Run 1, a small window of the routed layout:
Scale bar: 10 um. Window x 24 to 49, y 24 to 49 um. Cells in gray, sequential cells in the stronger gray; small squares are vias.
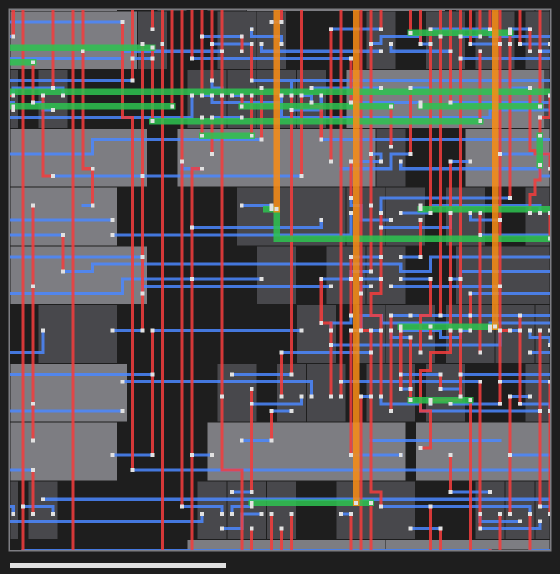
Run 1, gate families picked out:
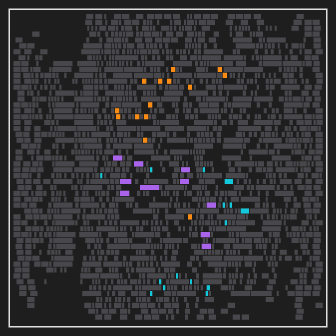
Run 1, congestion heat map:
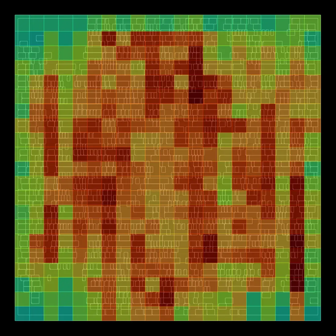
Run 1, where the registers sit:
Scale bar: 50 um. Other sequential cells in the stronger gray, the rest of the logic in the fainter gray.
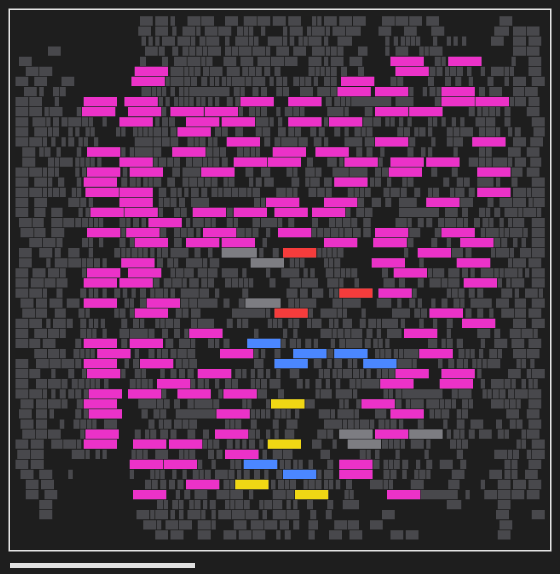
Design trdb_packet_arbiter, sky130hd; sources not shown.
==> reports/qor.csv, run 1 <==
metric,value,unit
cts_tree,yes,
dp_hpwl,30100,um
ys_ff,148,
postPlaceCellArea,12900,um2
drt-pass1-iter-count,6,
power.density,800,nW/um2
syn_avg_cell_area,7.08,um2
grt_pass1_vias,11000,
clk_pin_slew,0.08,ns
largest_reg_flops,128,
cts-root-buf,clkbuf_8,
status,"complete, no violations",
die_y,146,um
num_rows,52,
drtIter0Drc,1164,
grt_max_degree,84,
hold_viol,0,
warnings,33,
yosys.cell_types.count,36,
fin_area,13300,um2
fin_skew,0.00866,ns
period_used_share,0.986,
ys_chip_area,9300,um2
crit_path_end_kind,output pin,
port_buffers,318,
vdd_drop_max,0.399,mV
overflow,0,
yosysWarningCount,0,
core-area,20200,um2
cp-start-kind,flip-flop,
arrival,2.59,ns
crit_path_max_fanout,10,
-- 'a small window of the routed layout' (at the start) --
color	layer
red	M2
blue	M1
orange	M4
green	M3
cells with their middle in the window	50
most frequent	nand2_1 (14), nand3_1 (13), dfrtp_1 (10)
sequential cells in the window	10

-- 'gate families picked out' (at the start) --
color	family	cells
orange	and/or cells	14
cyan	nor cells	15
purple	fa/ha/maj cells	10
commonest non-fill, non-tap cell in the layout: nand2_1
multi-input combinational area share: 0.367
Final Non-Filler Cells: 1933

-- 'congestion heat map' (at the start) --
Routed wire per std cell: 20.1 um
GR peak layer: met2
GR met3 Demand/Resource: 0.0777
GRT met2 Usage: 0.602

-- 'where the registers sit' (at the start) --
color	netlist name	sequential cells
blue	len_q	7
red	nb_q	3
magenta	pay_q	128
yellow	type_q	4
not colored	6
FF+latch area: 3710 um2
sequential share of cell area: 0.278
Util after Layout: 0.658
P_seq: 3.19 mW

[run 1: worst max-delay path: stages, from the launching register on]
cell and delay [ns]:
dfrtp_2 0.45, inv_1 0.11, ha_2 0.28, nand2_2 0.12, buf_2 0.22, o221ai_1 0.27, a21oi_1 0.12, a211oi_1 0.20
clkdlybuf4s15_2 0.34
[run 1: cells in the final DEF, fill, tap and decap left out, types with 13 or more instances in the layout]
cell type and count:
clkbuf_8 18, a22o_1 41, o21ai_1 13, buf_2 37
o21ai_0 122, clkdlybuf4s50_1 282, nand2_1 405, or2_2 14
dfrtp_1 146, a21oi_1 50, nand4_1 40, a211oi_1 16
inv_1 83, clkbuf_2 13, nand3_1 194, clkbuf_1 55
[run 1: routing by layer]
layer,up-vias,global-route usage,routed length (um)
met1,5140,0.457,14900
met4,0,0.183,1690
li1,5131,-,-
met3,101,0.0777,3970
met5,-,0,0
met2,709,0.602,18200
[run 1: synth_stat cells (all sizes together)]
master / instances / share of area
clkinv: 1 / 0.00040
a31oi: 5 / 0.0040
a22o: 41 / 0.039
xnor2: 1 / 0.00094
nand2: 411 / 0.17
nand3: 194 / 0.10
a211oi: 21 / 0.017
or2: 14 / 0.0094
dfrtp: 148 / 0.40
a21oi: 54 / 0.030
clkbuf: 74 / 0.030
nor2: 14 / 0.0073
o211ai: 12 / 0.0097
a21boi: 1 / 0.00081
inv: 87 / 0.035
o21ai: 138 / 0.075
buf: 33 / 0.017
nand4: 41 / 0.028
nand3b: 1 / 0.00081
o21bai: 1 / 0.00081
o221ai: 9 / 0.0085
xor2: 2 / 0.0019
nor3: 1 / 0.00054
ha: 10 / 0.013
[run 1: power by group]
part / switching [mW] / internal, mW / leakage, nW
clock network: 0.779 / 1.00 / 0.234
registers: 0.437 / 2.76 / 1.91
logic: 3.82 / 1.85 / 3.90
[run 1: metrics by stage]
stage                     hold slack [ns]  worst slack (ns)  setup TNS (ns)  power, mW
after floorplan                     0.169             0.108               0       6.46
after global placement              0.454             -4.52         -673.57       8.51
after detailed placement            0.460            -0.849          -22.88       8.67
after CTS                           0.482          -0.00296        -0.00398       10.5
after global routing                0.495          0.000658               0       11.3
final                               0.482            0.0425               0       10.6
[run 1: timing repair]
action,4_1_cts,5_1_grt
hold buffers,1,0
buffers inserted,1,0
endpoints found under the hold margin,12,0
setup endpoints to repair,36,34
gates resized,151,76
[run 1: cell type report]
type | instances | area [um2]
plain buffers | 103 | 467
multi-input cells | 971 | 4890
flip-flops and latches | 148 | 3710
clock inverters | 12 | 203
repair buffers | 321 | 3110
well taps | 270 | 338
fillers | 1792 | 6930
inverters | 88 | 330
clock buffers | 20 | 263
[run 1: logic make-up (layout without fill, tap and decap cells)]
logic type / Yosys count / after routing / synth area share
AND-OR/OR-AND: 282 / 282 / 0.185
flip-flops: 148 / 148 / 0.398
AND/OR/NAND/NOR: 676 / 676 / 0.318
XOR/XNOR: 3 / 3 / 0.00283
adder cells (fa/ha/maj): 10 / 10 / 0.0135
buffers and inverters: 195 / 544 / 0.0821
Run 1, port wiring:
Scale bar: 50 um.
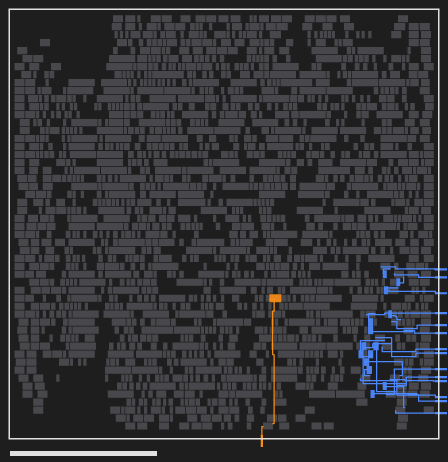

==> run 2: changes to the inputs <==
--- a/config.mk
+++ b/config.mk
@@ -10,7 +10,6 @@
 export CTS_BUF_LIST = sky130_fd_sc_hd__clkbuf_4 sky130_fd_sc_hd__clkbuf_8
 export DETAILED_ROUTE_END_ITERATION = 6
 export GPL_TIMING_DRIVEN = 0
-export HOLD_SLACK_MARGIN = 0.02
 export PLACE_DENSITY = 0.92
 export SYNTH_ARGS = -nofsm -noshare
 export SYNTH_HDL_FRONTEND = slang
Run 2, port wiring:
Scale bar: 50 um.
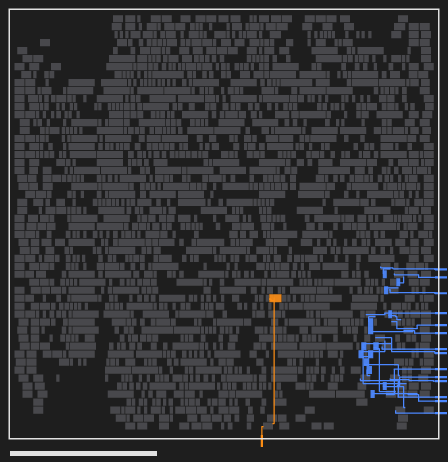
color	port	direction	edge	end cells	buffers	wire
orange	beat_ready_i	input	bottom	2	1	49.4 um
blue	src_length_i	input	right	14	14	433 um
number of port buffers: 318
Ports: 320

==> run 2 against run 1 <==
Net effect: the flow now finishes with violations (design-rule violations, negative hold slack); worst hold slack worse by 0.49 ns; core utilization hardly changed; cell area hardly changed; fmax hardly changed; first-iteration DRC count is 5.0% lower; routed wire length is 0.35% higher; sequential power hardly changed; register-to-register slack worse by 0.03 ns; die area stayed put; largest power group unchanged.
==> reports/qor.csv, run 2 <==
metric,value,unit
yosysWarningCount,0,
power.density,802,nW/um2
grt_pass1_vias,10900,
overflow,0,
top_cells_by_count,"nand2_1 (406), nand3_1 (194), dfrtp_1 (148)",
drc_errors,5,
dp_hpwl,30100,um
yosys_most_used_dff,dfrtp_1,
drt-pass1-iter-count,7,
violations,"design-rule violations, negative hold slack",
yosysTopAreaCell,dfrtp_1,
synth_top_cell_by_count,nand2_1,
num_rows,52,
syn_avg_cell_area,7.08,um2
final.setup.tns,0,ns
mostFrequentLayoutCells,"nand2_1 (405), clkdlybuf4s50_1 (282), nand3_1 (194)",
whs,-0.00442,ns
status,"complete, but fails checks",
hold_viol,6,
ys_ff,148,
yosys.cell_types.count,36,
cp_slowest_stage_delay,0.45,ns
drtIter0Drc,1106,
crit_path_max_fanout,10,
fin_skew,0.0119,ns
warnings,33,
cts_tree,yes,
ys_chip_area,9300,um2
die_y,146,um
layout_top_cell,nand2_1,
Run 2, congestion heat map:
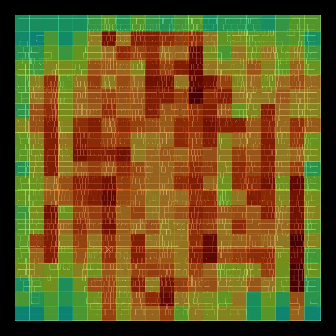
GRT Overall Usage: 0.367
GR Util met1: 0.457

## run 2: worst max-delay path, delay by kind of cell (launching register included)
family,cells,cell delay [ns]
buffers and inverters,3,0.67
AND-OR/OR-AND,3,0.60
flip-flops,1,0.45
adder cells (fa/ha/maj),1,0.28
AND/OR/NAND/NOR,1,0.12
## run 2: through the flow
stage               cell area (um2)  setup slack, ns  utilization  cells
floorplan                      9300            0.108            -   1314
global placement              12800            -4.52        0.634   1902
detailed placement            12900           -0.849        0.635   1903
CTS                           13400         -0.00296        0.662   1932
global route                  13300         0.000658        0.657   1932
finish                        13300           0.0451        0.657   1932
## run 2: power by group
| part | total [mW] | switching (mW) | internal [mW] |
|---|---|---|---|
| clock | 1.79 | 0.785 | 1.00 |
| combinational | 5.68 | 3.83 | 1.85 |
| sequential | 3.19 | 0.437 | 2.76 |
| total | 10.7 | 5.06 | 5.61 |
## run 2: final cells by class
cell class	instances	area, um2
timing repair buffer	320	3100
buffer	103	467
multi-input combinational	971	4890
clock inverter	12	203
sequential	148	3710
inverter	88	330
clock buffer	20	263
fill	1792	6940
tap	270	338
## run 2: repair_timing
action                     in CTS  in global routing
setup endpoints to repair      36                 34
setup buffers                   1                  0
gates resized                 151                 76
## run 2: cells by family after synthesis
group	Yosys count	share of synthesized area
xor gates and xnor gates	3	0.00283
buffers and inverters	195	0.0821
DFF	148	0.398
adders and majority gates	10	0.0135
and+or+nand+nor	676	0.318
AOI/OAI and AO/OA	282	0.185
## run 2: metal layers
layer  vias to the layer above  routed length, um  global-route usage
met5                         -                  0                   0
met4                         0               1740               0.183
met3                       106               4020              0.0777
met2                       733              18100               0.602
met1                      5151              15000               0.457
li1                       5125                  -                   -
Power is estimated from default activity; no workload was simulated.
